<file path="src/rtl/cpu_trace_pkg.sv">
// cpu_trace_pkg: shared types, opcode codes and trigger compare helper for the retire-trace buffer.
package cpu_trace_pkg;
    localparam int TR_PC_W   = 16;
    localparam int TR_INST_W = 32;
    localparam int TR_DATA_W = 16;
    localparam int TR_CCR_W  = 4;

    typedef struct packed {
        logic [TR_PC_W-1:0]   pc;
        logic [TR_INST_W-1:0] inst;
        logic [TR_DATA_W-1:0] alu;
        logic [TR_CCR_W-1:0]  ccr;
    } trace_entry_t;

    typedef enum logic [1:0] {MODE_WRAP, MODE_STOP, MODE_TRIG} trace_mode_e;
    typedef enum logic [1:0] {ST_IDLE, ST_ARMED, ST_POST, ST_FROZEN} trace_state_e;

    // Opcode layout: inst[2:0] = type, inst[6:3] = op within the type.
    localparam logic [2:0] TYPE_R = 3'd0;
    localparam logic [2:0] TYPE_I = 3'd1;
    localparam logic [2:0] TYPE_L = 3'd2;
    localparam logic [2:0] TYPE_S = 3'd3;
    localparam logic [2:0] TYPE_B = 3'd4;
    localparam logic [2:0] TYPE_J = 3'd5;

    localparam logic [6:0] OP_ADD  = {4'h0, TYPE_R};
    localparam logic [6:0] OP_LOAD = {4'h0, TYPE_L};
    localparam logic [6:0] OP_BEQ  = {4'h0, TYPE_B};
    localparam logic [6:0] OP_JUMP = {4'h0, TYPE_J};

    function automatic logic trig_match(input logic [6:0] op, input logic [6:0] ref_op,
                                        input logic [6:0] mask);
        return ((op ^ ref_op) & mask) == 7'd0;
    endfunction
endpackage

</file>
<file path="src/rtl/cpu_trace_buffer_ram.sv">
// trace_ram: DEPTH x W storage, one synchronous write port and an asynchronous read port.
module trace_ram #(
    parameter int DEPTH = 16,
    parameter int W     = 68
) (
    input  logic                     i_clk,
    input  logic                     i_we,
    input  logic [$clog2(DEPTH)-1:0] i_waddr,
    input  logic [W-1:0]             i_wdata,
    input  logic [$clog2(DEPTH)-1:0] i_raddr,
    output logic [W-1:0]             o_rdata
);
    logic [W-1:0] r_mem [DEPTH];

    always_ff @(posedge i_clk) begin
        if (i_we) r_mem[i_waddr] <= i_wdata;
    end

    assign o_rdata = r_mem[i_raddr];
endmodule

</file>
<file path="src/rtl/cpu_trace_buffer.sv">
// cpu_trace_buffer: circular capture of retired-instruction records with class filter,
// opcode trigger and a valid/ready drain port.
module cpu_trace_buffer
    import cpu_trace_pkg::*;
#(
    parameter int PC_W     = 16,
    parameter int INST_W   = 32,
    parameter int DATA_W   = 16,
    parameter int CCR_W    = 4,
    parameter int DEPTH    = 16,
    parameter int POST_CNT = 4
) (
    input  logic                                i_clk,
    input  logic                                i_rst_n,
    input  logic                                i_arm,
    input  logic                                i_abort,
    input  logic [1:0]                          i_mode,
    input  logic [7:0]                          i_class_en,
    input  logic [6:0]                          i_trig_op,
    input  logic [6:0]                          i_trig_mask,
    input  logic                                i_retire_valid,
    input  logic [PC_W-1:0]                     i_retire_pc,
    input  logic [INST_W-1:0]                   i_retire_inst,
    input  logic [DATA_W-1:0]                   i_retire_alu,
    input  logic [CCR_W-1:0]                    i_retire_ccr,
    output logic                                o_rd_valid,
    input  logic                                i_rd_ready,
    output logic [PC_W+INST_W+DATA_W+CCR_W-1:0] o_rd_data,
    output logic [$clog2(DEPTH):0]              o_count,
    output logic [1:0]                          o_state,
    output logic                                o_overflow,
    output logic                                o_triggered
);
    localparam int AW = $clog2(DEPTH);
    localparam int CW = AW + 1;
    localparam int EW = PC_W + INST_W + DATA_W + CCR_W;
    localparam logic [CW-1:0] FULL      = CW'(DEPTH);
    localparam logic [CW-1:0] LAST      = CW'(DEPTH - 1);
    localparam logic [AW-1:0] POST_INIT = AW'(POST_CNT);

    generate
        if (DEPTH < 2 || (DEPTH & (DEPTH - 1)) != 0) begin : g_bad_depth
            $error("cpu_trace_buffer: DEPTH must be a power of two >= 2");
        end
        if (POST_CNT < 0 || POST_CNT > DEPTH - 1) begin : g_bad_post
            $error("cpu_trace_buffer: POST_CNT must be in 0..DEPTH-1");
        end
    endgenerate

    trace_state_e  r_state;
    trace_mode_e   r_mode;
    logic [AW-1:0] r_wr_ptr;
    logic [AW-1:0] r_rd_ptr;
    logic [AW-1:0] r_post;
    logic [CW-1:0] r_count;
    logic          r_overflow;
    logic          r_triggered;

    logic          w_cap_state;
    logic          w_capture;
    logic          w_trig_hit;
    logic          w_write;
    logic          w_full;
    logic          w_pop;
    logic [EW-1:0] w_rdata;

    assign w_cap_state = (r_state == ST_ARMED) || (r_state == ST_POST);
    assign w_capture   = i_retire_valid && i_class_en[i_retire_inst[2:0]] && w_cap_state;
    assign w_trig_hit  = i_retire_valid && (r_state == ST_ARMED) && (r_mode == MODE_TRIG) &&
                         trig_match(i_retire_inst[6:0], i_trig_op, i_trig_mask);
    // A trigger entry is stored even when its class is filtered out.
    assign w_write     = (w_capture || w_trig_hit) && !i_arm && !i_abort;
    assign w_full      = r_count == FULL;
    assign o_rd_valid  = (r_count != '0) && ((r_state == ST_IDLE) || (r_state == ST_FROZEN));
    assign w_pop       = o_rd_valid && i_rd_ready && !i_arm;

    assign o_rd_data   = w_rdata;
    assign o_count     = r_count;
    assign o_state     = r_state;
    assign o_overflow  = r_overflow;
    assign o_triggered = r_triggered;

    trace_ram #(.DEPTH(DEPTH), .W(EW)) u_ram (
        .i_clk   (i_clk),
        .i_we    (w_write),
        .i_waddr (r_wr_ptr),
        .i_wdata ({i_retire_pc, i_retire_inst, i_retire_alu, i_retire_ccr}),
        .i_raddr (r_rd_ptr),
        .o_rdata (w_rdata)
    );

    always_ff @(posedge i_clk or negedge i_rst_n) begin
        if (!i_rst_n) begin
            r_state     <= ST_IDLE;
            r_mode      <= MODE_WRAP;
            r_wr_ptr    <= '0;
            r_rd_ptr    <= '0;
            r_post      <= '0;
            r_count     <= '0;
            r_overflow  <= 1'b0;
            r_triggered <= 1'b0;
        end else if (i_arm) begin
            r_state     <= ST_ARMED;
            r_mode      <= (i_mode == 2'd3) ? MODE_WRAP : trace_mode_e'(i_mode);
            r_wr_ptr    <= '0;
            r_rd_ptr    <= '0;
            r_post      <= '0;
            r_count     <= '0;
            r_overflow  <= 1'b0;
            r_triggered <= 1'b0;
        end else begin
            if (w_write) begin
                r_wr_ptr <= r_wr_ptr + 1'b1;
                if (w_full) begin
                    r_rd_ptr   <= r_rd_ptr + 1'b1;
                    r_overflow <= 1'b1;
                end else begin
                    r_count <= r_count + 1'b1;
                end
            end else if (w_pop) begin
                r_rd_ptr <= r_rd_ptr + 1'b1;
                r_count  <= r_count - 1'b1;
            end
            case (r_state)
                ST_ARMED: begin
                    if (i_abort) begin
                        r_state <= ST_FROZEN;
                    end else if (w_trig_hit) begin
                        r_triggered <= 1'b1;
                        r_post      <= POST_INIT;
                        r_state     <= (POST_CNT == 0) ? ST_FROZEN : ST_POST;
                    end else if (w_write && r_mode == MODE_STOP && r_count == LAST) begin
                        r_state <= ST_FROZEN;
                    end
                end
                ST_POST: begin
                    if (i_abort) begin
                        r_state <= ST_FROZEN;
                    end else if (w_capture) begin
                        r_post <= r_post - 1'b1;
                        if (r_post == AW'(1)) r_state <= ST_FROZEN;
                    end
                end
                default: ;
            endcase
        end
    end
endmodule

</file>
<file path="config.mk">
export PLATFORM = sky130hd
export DESIGN_NAME = cpu_trace_buffer
export DESIGN_NICKNAME = d
export VERILOG_FILES = /design/src/rtl/cpu_trace_pkg.sv /design/src/rtl/cpu_trace_buffer_ram.sv /design/src/rtl/cpu_trace_buffer.sv
export SDC_FILE = /design/constraint.sdc
export NUM_CORES = 1
export LEC_CHECK = 0
export ABC_AREA = 0
export CORE_ASPECT_RATIO = 0.75
export CORE_MARGIN = 4
export CORE_UTILIZATION = 54
export CTS_CLUSTER_SIZE = 25
export DETAILED_ROUTE_END_ITERATION = 8
export PLACE_DENSITY_LB_ADDON = 0.3
export SLEW_MARGIN = 0
export SYNTH_ARGS = -nofsm -noshare
export SYNTH_HDL_FRONTEND = slang
export SYNTH_SLANG_ARGS = --single-unit
</file>
<file path="constraint.sdc">
create_clock -name i_clk -period 6.7 [get_ports i_clk]
set_input_delay 1.675 -clock i_clk [delete_from_list [all_inputs] [get_ports i_clk]]
set_output_delay 1.675 -clock i_clk [all_outputs]
set_load 0.02 [all_outputs]
</file>
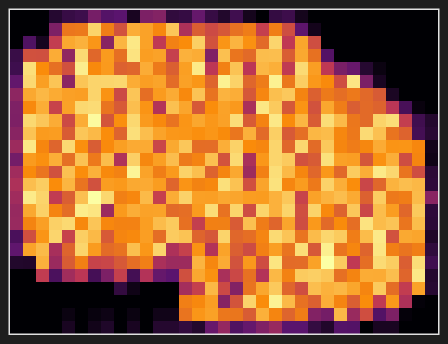
**Above:** run 1 (local utilization).
33 x 25 tiles, from black (low) to pale yellow (high), 0 to 100% covered.
nearly empty tiles: 13%
fullest tile: 100%
tiles over 75% full: 39%
mean over tiles: 58%
fin util: 63.6%
Placeable Area: 77300 um2

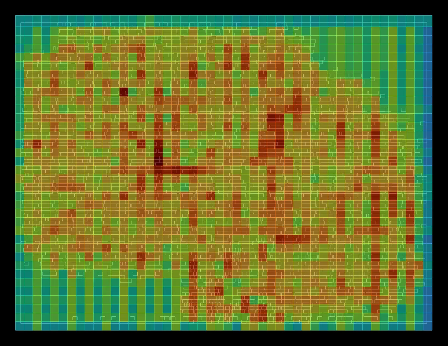
**Above:** run 1 (congestion heat map).
gr usage total: 22.0%
met3 usage: 3.81%
most used routing layer: met2
wire per inst: 29.3 um

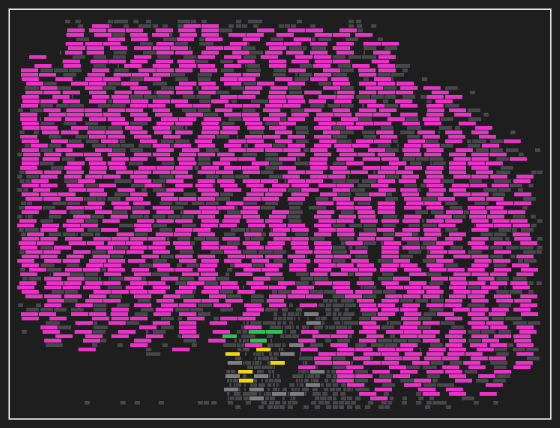
**Above:** run 1 (register map, names as in the netlist).
Other sequential cells in the stronger grey, the rest of the logic in the fainter grey.
| name in the netlist | colour | sequential cells | where |
|---|---|---|---|
| o_count | yellow | 5 | bottom centre |
| r_rd_ptr | green | 4 | bottom centre |
| u_ram.r_mem | magenta | 1088 | widely spread |
not coloured: 14
register area: 33300 um2
Seq area share: 67.7%
seq pwr: 7.82 mW

==> impl_metrics.yaml, run 1 <==
# physical design summary
grt:
  grt_pass1_wl_mm: 135
  gr-usage-met1_pct: 31.3
power:
  power_mw: 16.6
  p_comb_share_pct: 18.2
  p_sw_mw: 4.01
  p_clk_share_pct: 34.6
  pwr-share-seq_pct: 47.2
  powerDensity_nw_per_um2: 337
worst_setup_path:
  cp_data_required_time_ns: 5.03
  reg2reg_from: "o_state[1]"
  r2r_slack_ns: 2.58
  start_kind: "flop"
  cp_max_fo: 34
  max_stage_delay_ns: 0.94
  worstSetupStartpoint: "r_rd_ptr[0]"
final_timing:
  setup_tns_ns: 0
  timing.final.crit_period_ns: 5.65
  slew_headroom_pct: 23.4
  setup_viol_count_final: 0
cts:
  clockRootBuffer: "clkbuf_16"
  post_cts_resized: 0
  cts_setup_buffers: 0
  cts.htree.levels: 3
run_status:
  status: "finished clean"
yosys:
  synthTopCellsByArea: "edfxtp_1, mux4_2, dfrtp_1, clkbuf_1, ha_1"
  yosysTopAreaCell: "edfxtp_1"
  compound_area_share_pct: 0.558
  ys_sh_adder_pct: 0.431
  ys_area_um2: 42400
  ys_cells: 1703
  top_cell: "edfxtp_1"
  syn_area_per_cell_um2: 24.9
  ys_top_cells_by_count: "edfxtp_1, mux4_2, clkbuf_1"
  ys_sh_simple_pct: 1.03
  synthMuxAreaShare_pct: 18.4
  ys_seq_share_pct: 78.5
  synthFlopType: "edfxtp_1"
  ys_warn_count: 0
run:
  warnings: 34
routing:
  first_pass_iters: 5
  drc: 0
  highest-signal-layer: "met5"
  ant_nets: 0
  vias_per_cell: 6.23
  met3WireLength_mm: 5.77
  routed_wl_mm: 89.7
  wl_met1_mm: 36.5
  vias: 19100
cells_and_area:
  final_cell_count_no_fill: 3064
  syn_to_final_growth_pct: 16.0
  clkbuf_count: 116
floorplanning:
  core.rowCount: 88
  num_tap_cells: 1035
  dieHeight_um: 251
  die_area_um2: 83000
  fp-utilization_pct: 54.8
  die_x_um: 331
hold_path:
  min-delay-start: "o_triggered"
place:
  routabilityCongestion: 0.768
  port_buffers: 175
==> run 1: stage by stage <==
stage | area, um2 | setup slack (ns) | utilization, %
after floorplan | 42400 | -1.69 | -
after global placement | 45800 | 0.785 | 59.3
after detailed placement | 45800 | 0.617 | 59.3
after CTS | 49100 | 0.967 | 63.6
after global routing | 49100 | 0.869 | 63.6
final | 49100 | 1.05 | 63.6
==> run 1: power by group through the flow <==
stage	Sequential [mW]	Combinational [mW]	Clock, mW
floorplan	7.86	2.08	0
CTS	7.82	3.08	5.82
detailed placement	7.97	3.06	0
finish	7.82	3.02	5.73
global placement	7.97	3.03	0
global route	7.83	3.21	6.16
==> run 1: worst max-delay path, delay by kind of cell, from the launching register on <==
family / cells / cell delay, ns
buffers and inverters: 2 / 1.15
DFF: 1 / 0.94
muxes: 2 / 1.14
==> run 1: flip-flops by register name, indices dropped and copies added (netlist names) <==
| name | cells |
|---|---|
| r_post | 4 |
| o_overflow | 1 |
| o_state | 2 |
| u_ram.r_mem | 1088 |
| r_mode | 2 |
| r_rd_ptr | 4 |
| o_triggered | 1 |
| r_wr_ptr | 4 |
| o_count | 5 |
==> run 1: placed cells by master (no fill, tap or decap), types with 9 or more instances in the layout <==
cell	Yosys	routed
a21oi_1	9	9
buf_12	0	22
buf_4	1	27
bufinv_16	0	12
clkbuf_1	54	14
clkbuf_16	0	102
clkdlybuf4s50_1	0	175
clkinv_1	0	17
clkinv_2	0	27
dfrtp_1	23	20
edfxtp_1	1088	1088
ha_1	13	13
inv_1	11	11
mux4_2	340	340
nand2_1	14	14
nor2_1	29	17
nor2_4	0	12
xor2_1	9	9
--- run 2 (diff from run 1) ---
CORE_UTILIZATION = 60   (was 54)
clock period = 5.65 ns   (was 6.7 ns; I/O delays follow)
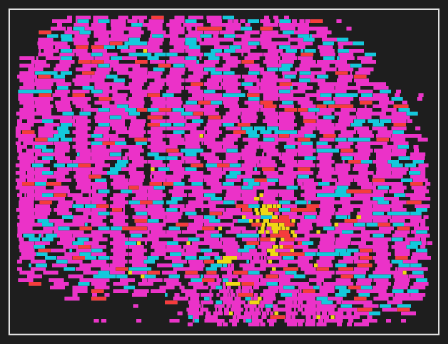
**Above:** run 2 (cell sizes after repair).
| size | colour | cells | share | most used |
|---|---|---|---|---|
| drive 2 | cyan | 369 | 18% | mux4_2 |
| drive 6 and up | red | 142 | 7.0% | clkbuf_16 |
| drive 3 to 4 | yellow | 62 | 3.0% | buf_4 |
| drive 1 or less | magenta | 1465 | 72% | edfxtp_1 |
P&R area growth vs syn: 16.0%
finished layout cell area: 49100 um2
bufs w/o clock: 240

==> impl_metrics.yaml, run 2 <==
# physical design summary
floorplanning:
  die_area_um2: 74900
  fp-utilization_pct: 60.5
  core.rowCount: 84
  dieHeight_um: 238
  core_um2: 70000
yosys:
  ys_sh_simple_pct: 1.03
  synthFlopType: "edfxtp_1"
  compound_area_share_pct: 0.558
  ys_warn_count: 0
  ys_top_cells_by_count: "edfxtp_1, mux4_2, clkbuf_1"
  ys_area_um2: 42400
  ys_async_sr_fraction_pct: 2.07
  ys_cells: 1703
  synthMuxAreaShare_pct: 18.4
  syn_area_per_cell_um2: 24.9
  top_cell: "edfxtp_1"
  synthTopCellsByArea: "edfxtp_1, mux4_2, dfrtp_1, clkbuf_1, ha_1"
  ys_seq_share_pct: 78.5
  ys_seq_elements: 1111
  ys_sh_adder_pct: 0.431
worst_setup_path:
  crit_top_cell: "mux4_2"
  max_stage_delay_ns: 0.96
  r2r_slack_ns: 1.72
  cp_max_fo: 30
  cp_data_required_time_ns: 4.24
  cp_cell_sequence: "buf_4, mux4_2, mux4_2, clkdlybuf4s50_1"
  start_kind: "flop"
routing:
  avgRoutedWirePerCell_um: 31.7
  vias_per_cell: 6.63
  first_pass_iters: 5
  routed_wl_mm: 94.6
  vias: 19800
  drc: 0
  ant_nets: 0
run:
  warnings: 34
final_timing:
  slew_headroom_pct: 26.5
  setup_viol_count_final: 0
  timing.final.crit_period_ns: 5.29
cts:
  clockRootBuffer: "clkbuf_16"
  cts.htree.levels: 3
  post_cts_resized: 0
  cts_tree: "done"
  cts_setup_buffers: 0
power:
  powerClk_mw: 6.76
  p_sw_mw: 4.76
  pwr-share-seq_pct: 46.8
  powerDensity_nw_per_um2: 401
  p_clk_share_pct: 34.3
  power_top_consumer: "sequential cells"
  p_comb_share_pct: 18.9
  pg_seq_mw: 9.21
  comb_cell_power_mw: 3.72
place:
  routabilityCongestion: 0.796
  place_area_um2: 45900
run_status:
  status: "finished clean"
cells_and_area:
  lay_top_cells: "edfxtp_1, mux4_2, clkdlybuf4s50_1, clkbuf_16, buf_4"
  lay_top_count: "edfxtp_1"
  final_cell_count_no_fill: 2985
  largest_register_ffs: 1088
  regMostFlops: "u_ram.r_mem"
grt:
  grt_pass1_wl_mm: 141
  track_usage_pct: 25.9
-- run 2: critical path: cells and delay by family, from the launching register on --
family | cells | cell delay, ns
buffers and inverters | 2 | 1.10
DFF | 1 | 0.96
muxes | 2 | 1.15
-- run 2: path summary, 6_finish.rpt --
kind | from | endpoint | cells after the start
setup / recovery | r_rd_ptr[0] | o_rd_data[3] | 4
hold / removal | o_triggered | o_triggered | 2
setup reg to reg | o_state[1] | o_count[4] | 13
hold reg to reg | o_triggered | o_triggered | 2
max in group asynchronous | i_rst_n | r_rd_ptr[2] | 1
min in group asynchronous | i_rst_n | r_post[3] | 1
-- run 2: per-layer routing --
metal | part of all wire, % | routed length (um) | track usage (%) | vias to the layer above
met5 | 0.029 | 27 | 0 | -
met4 | 2.0 | 1920 | 6.23 | 4
met3 | 8.4 | 7910 | 4.22 | 133
met2 | 50 | 47800 | 41.6 | 1163
met1 | 39 | 37000 | 38.7 | 10600
li1 | - | - | - | 7877
-- run 2: final cells by class --
cell class,instances,area (um2),area share [%]
flip-flops and latches,1111,33300,67.7
inverters,12,50.0,0.102
well taps,946,1180,2.41
repair buffers,240,2550,5.19
diodes,1,2.50,0.00509
clock buffers,121,2650,5.38
clock inverters,59,573,1.17
multi-input cells,495,8870,18.0
-- run 2: through the flow --
| step | power [mW] | setup WS, ns | util [%] | TNS, ns |
|---|---|---|---|---|
| floorplan | 11.8 | -0.655 | - | -510.77 |
| global placement | 13.1 | 0.519 | 65.6 | 0 |
| detailed placement | 13.1 | 0.443 | 65.6 | 0 |
| CTS | 19.8 | 0.273 | 70.2 | 0 |
| global route | 20.4 | 0.191 | 70.2 | 0 |
| finish | 19.7 | 0.359 | 70.2 | 0 |
Power is estimated from default activity; no workload was simulated.
